### Placement view

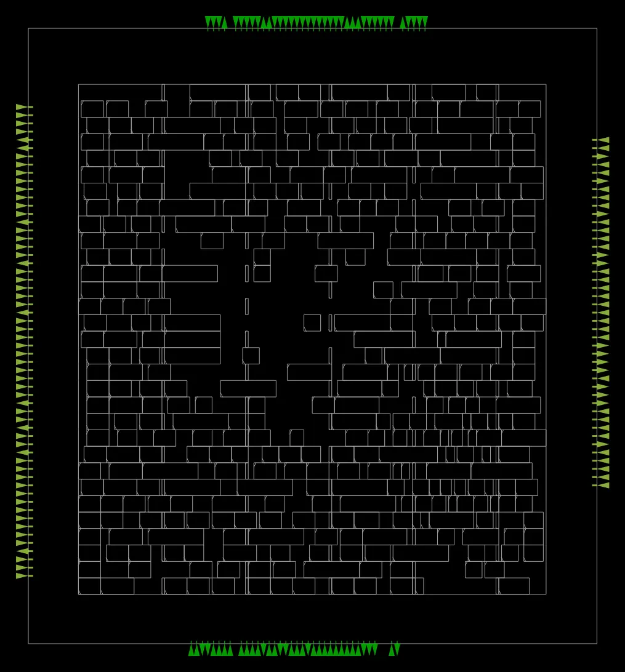
### Register map, names as in the netlist

The bar under the picture is 20 um long. Other sequential cells in the stronger gray, the rest of the logic in the fainter gray.
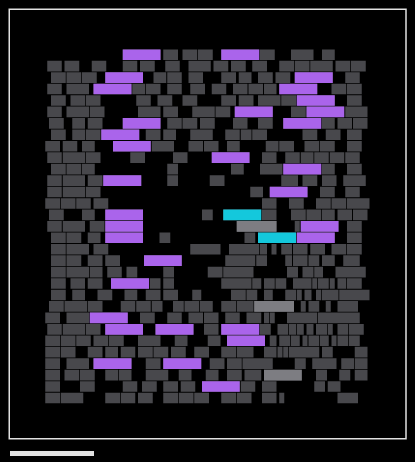
### Cell classes on the final placement

The bar under the picture is 20 um long. Fill, decap, tap and diode cells in gray.
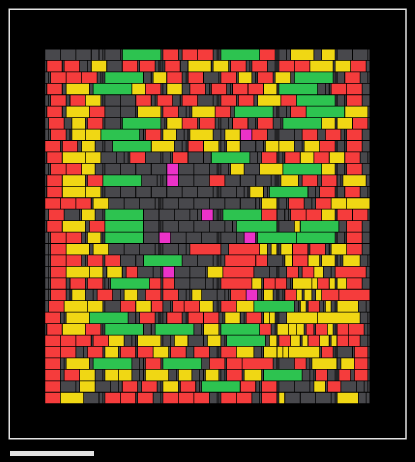
### Routed metal, one color a layer

The bar under the picture is 20 um long.
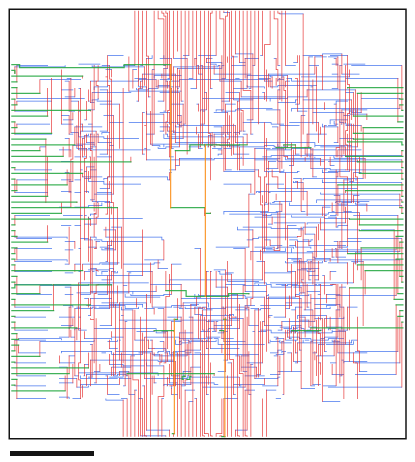
### Logic cells by family

The bar under the picture is 20 um long.
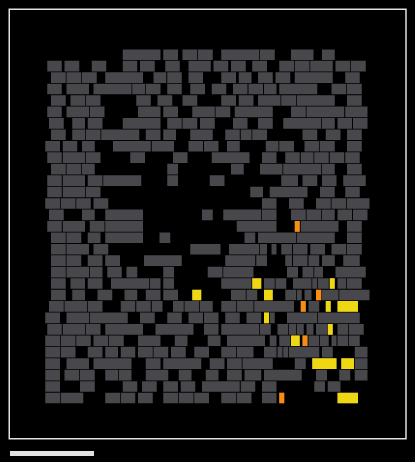
`config.mk`:
```
export PLATFORM = sky130hd
export DESIGN_NAME = muxn_arb
export DESIGN_NICKNAME = d
export VERILOG_FILES = /design/src/rtl/muxn_arb.sv
export SDC_FILE = /design/constraint.sdc
export NUM_CORES = 1
export LEC_CHECK = 0
export CAP_MARGIN = 5
export CORE_ASPECT_RATIO = 1.1
export CORE_MARGIN = 8
export CORE_UTILIZATION = 35
export CTS_BUF_LIST = sky130_fd_sc_hd__clkbuf_4
export CTS_CLUSTER_SIZE = 40
export DETAILED_ROUTE_END_ITERATION = 12
export PLACE_DENSITY = 0.82
export SLEW_MARGIN = 20
export SYNTH_ARGS = -nofsm -noshare
export SYNTH_HDL_FRONTEND = slang
export SYNTH_SLANG_ARGS = --single-unit
export TNS_END_PERCENT = 20
```
`constraint.sdc`:
```
create_clock -name clk -period 2.6 [get_ports clk]
set_clock_uncertainty 0.05 [all_clocks]
set_input_delay 0.52 -clock clk [delete_from_list [all_inputs] [get_ports clk]]
set_output_delay 0.52 -clock clk [all_outputs]
set_load 0.05 [all_outputs]
```
`src/rtl/muxn_arb.sv`:
```
// N:1 arbitrated mux with valid/ready per channel and one registered output stage.
// Optional packet lock (in_last/out_last) is enabled by defining MUXN_ARB_LOCK_EN.
module muxn_arb #(
  parameter int unsigned WIDTH   = 32,
  parameter int unsigned N       = 4,
  parameter int unsigned RR_MODE = 1,
  localparam int unsigned SW     = (N > 1) ? $clog2(N) : 1
) (
  input  logic                 clk,
  input  logic                 reset_n,
  input  logic [N-1:0]         in_valid,
  input  logic [N*WIDTH-1:0]   in_data,
`ifdef MUXN_ARB_LOCK_EN
  input  logic [N-1:0]         in_last,
`endif
  output logic [N-1:0]         in_ready,
  output logic                 out_valid,
  output logic [WIDTH-1:0]     out_data,
  output logic [SW-1:0]        out_sel,
`ifdef MUXN_ARB_LOCK_EN
  output logic                 out_last,
`endif
  input  logic                 out_ready
);

  logic [SW-1:0]    ptr;
  logic [SW-1:0]    win;
  logic             found;
  logic             load;
  logic             accept;
  logic [N-1:0]     grant;
  logic [N-1:0]     rot;
  logic [2*N-1:0]   dbl;
  logic [WIDTH-1:0] win_data;

`ifdef MUXN_ARB_LOCK_EN
  logic             locked;
  logic [SW-1:0]    lock_ch;
  logic             win_last;
`endif

  // Rotate valids so the pointer sits at bit 0, then take the first set bit.
  always_comb begin
    dbl   = {in_valid, in_valid};
    rot   = N'(dbl >> ptr);
    found = 1'b0;
    win   = '0;
    for (int k = 0; k < int'(N); k++) begin
      if (!found && rot[k]) begin
        found = 1'b1;
        win   = SW'((32'(ptr) + 32'(k)) % N);
      end
    end
`ifdef MUXN_ARB_LOCK_EN
    if (locked) begin
      found = |(in_valid & (N'(1) << lock_ch));
      win   = lock_ch;
    end
`endif
  end

  assign grant    = found ? (N'(1) << win) : '0;
  assign load     = !out_valid || out_ready;
  assign accept   = found && load;
  assign in_ready = {N{accept && reset_n}} & grant;
  assign win_data = WIDTH'(in_data >> (32'(win) * WIDTH));

  always_ff @(posedge clk or negedge reset_n) begin
    if (!reset_n) begin
      out_valid <= 1'b0;
      out_data  <= '0;
      out_sel   <= '0;
    end else if (accept) begin
      out_valid <= 1'b1;
      out_data  <= win_data;
      out_sel   <= win;
    end else if (out_ready) begin
      out_valid <= 1'b0;
    end
  end

  // Fixed-priority builds tie the pointer to zero and keep no state.
  if (RR_MODE != 0) begin : g_rr
    always_ff @(posedge clk or negedge reset_n) begin
      if (!reset_n) begin
        ptr <= '0;
      end else if (accept) begin
        ptr <= (32'(win) == N - 1) ? '0 : SW'(win + 1'b1);
      end
    end
  end else begin : g_fp
    assign ptr = '0;
  end

`ifdef MUXN_ARB_LOCK_EN
  assign win_last = |(in_last & grant);

  // A beat without last pins arbitration to its channel until the closing beat.
  always_ff @(posedge clk or negedge reset_n) begin
    if (!reset_n) begin
      locked   <= 1'b0;
      lock_ch  <= '0;
      out_last <= 1'b0;
    end else if (accept) begin
      locked   <= !win_last;
      lock_ch  <= win;
      out_last <= win_last;
    end
  end
`endif

endmodule

```
==> qor.csv <==
stage,metric,value,unit
synth,# Cells Yosys,191,
run_status,status,"complete, no violations",
synth,Ys Warns,0,
global_route,number of global-route vias before repair,2938,
synth,"Chip Area, Yosys",0.00234,mm2
floorplan,I/O Pins,174,
synth,mapped cell area,0.00234,mm2
synth,sequential fraction of the synthesis area,39.6,%
worst_setup_path,register-to-register setup slack,0.38,ns
synth,aoi share,31.1,%
global_route,total gr overflow,0,
placed_design,Port Buf Inserts,173,
worst_setup_path,CP bufs+invs,3,
worst_setup_path,CP endpoint kind,output pin,
worst_setup_path,crit path cell chain,"dlygate4sd2_1, nor2b_2, and2_1, o32ai_4, inv_1, ha_1, and3_1, buf_6",
worst_setup_path,CP required,2.03,ns
worst_setup_path,crit-path max cell delay,0.26,ns
synth,Post-synth mux share,19.7,%
worst_hold_path,Hold WC Path Type,in2async,
clock_tree,Max Root-Sink Buffers,2,
placed_design,RD Place Congestion,0.742,
placed_design,DP Wirelength,7.58,mm
worst_setup_path,Crit. path cell count,8,
global_route,largest net degree at the start of global routing,21,
final_timing,final hold viol count,0,
synth,Adder Area Share,0.535,%
floorplan,width of the die,94.0,um
Notes on 'Placement view' above:
final non-filler cell total: 467
FP Rows: 31
filler instances: 520
n_taps: 82
flip-flops: 37

Notes on 'Register map, names as in the netlist' above:
Cyan is `out_sel`, placed flops 2. Purple is `out_data`, placed flops 32.
Another 3 sequential cells are not colored.

Notes on 'Cell classes on the final placement' above:
Green is flip-flops, cells 37. Red is other buffers and delay cells, cells 202. Yellow is all other logic, cells 138. Magenta is clock drivers and dummy loads, cells 8.

Notes on 'Routed metal, one color a layer' above:
Red is met2, wire length 5020 um. Orange is met4, wire length 125 um. Green is met3, wire length 829 um. Blue is met1, wire length 3510 um.

Notes on 'Logic cells by family' above:
Yellow is NOR gates, cells 12. Orange is inverters, cells 5.

[worst min path at each step]
| stage | start | to | slack (ns) |
|---|---|---|---|
| global placement | out_sel[1] | out_sel[1] | 0.41 |
| finish | reset_n | ptr[1] | 0.12 |
| detailed placement | out_sel[1] | out_sel[1] | 0.42 |
| global route | reset_n | ptr[1] | 0.12 |
| floorplan | reset_n | out_data[0] | 0.17 |
| CTS | reset_n | out_data[17] | 0.12 |
[state kept, by name, indices dropped and copies added (netlist names)]
register	count
out_data	32
out_sel	2
out_valid	1
ptr	2
[timing repair]
action / 4_1_cts / 5_1_grt
gates cloned: 0 / 0
buffers inserted: 0 / 3
endpoints found under the setup margin: 3 / 2
resized: 12 / 2
pin swaps: 2 / 1
[layer usage]
metal,vias to the layer above,wire [um],global-route usage (%)
met4,0,125,5.25
met1,1233,3510,21.6
met2,128,5020,35.4
li1,1160,-,-
met5,-,0,0
met3,9,828,7.19
[area by class of cell]
cell class	count	area [um2]	share of cell area (%)
Clock buffer	8	60.1	1.34
Sequential cell	37	928	20.7
Tap cell	82	103	2.28
Multi-Input combinational cell	133	1350	30.0
Inverter	5	18.8	0.418
Timing Repair Buffer	202	2030	45.3
[per-stage QoR]
step / cells / setup WS (ns) / cell area, um2 / setup TNS, ns / hold WS (ns)
floorplan: 191 / -0.0554 / 2340 / -0.111 / 0.174
global route: 467 / -0.0229 / 4490 / -0.0389 / 0.122
detailed placement: 456 / -0.262 / 4370 / -5.77 / 0.420
finish: 467 / 0.0695 / 4490 / 0 / 0.120
global placement: 456 / -0.138 / 4370 / -3.08 / 0.408
CTS: 464 / 0.0186 / 4470 / 0 / 0.119
[power breakdown]
| group | internal (W) | switching [W] | total, W | leakage, nW |
|---|---|---|---|---|
| logic | 0.00129 | 0.00151 | 0.00280 | 1.46 |
| registers | 0.000814 | 0.000166 | 0.000980 | 0.450 |
| clock network | 0.000139 | 0.000187 | 0.000327 | 0.0368 |
| total | 0.00224 | 0.00186 | 0.00410 | 1.94 |
[cells in the mapped netlist (2+ instances only)]
master    count
dfrtp_1      37
a221o_1      32
a22o_1       32
mux2_4       27
clkbuf_1      8
nand2_1       7
nor2_1        7
buf_2         5
mux2_2        5
inv_1         4
buf_6         3
nor2b_1       3
o21ai_0       3
a21oi_1       2
[worst reg2reg max path: stages (launching register included)]
cell and delay (ns):
dfrtp_2 0.49, nor2b_4 0.18, nor3_4 0.06, o22ai_4 0.17, buf_4 0.15, buf_4 0.29, mux2_2 0.39, a221o_1 0.34
[logic make-up (layout without fill, tap and decap cells)]
group | count (synthesis) | after routing
AND-OR/OR-AND | 78 | 78
flip-flops | 37 | 37
adder cells (fa/ha/maj) | 1 | 1
buffers and inverters | 21 | 215
multiplexers | 32 | 32
AND/OR/NAND/NOR | 22 | 22
Power figures rest on the tool's default switching activity, not on a simulated workload.
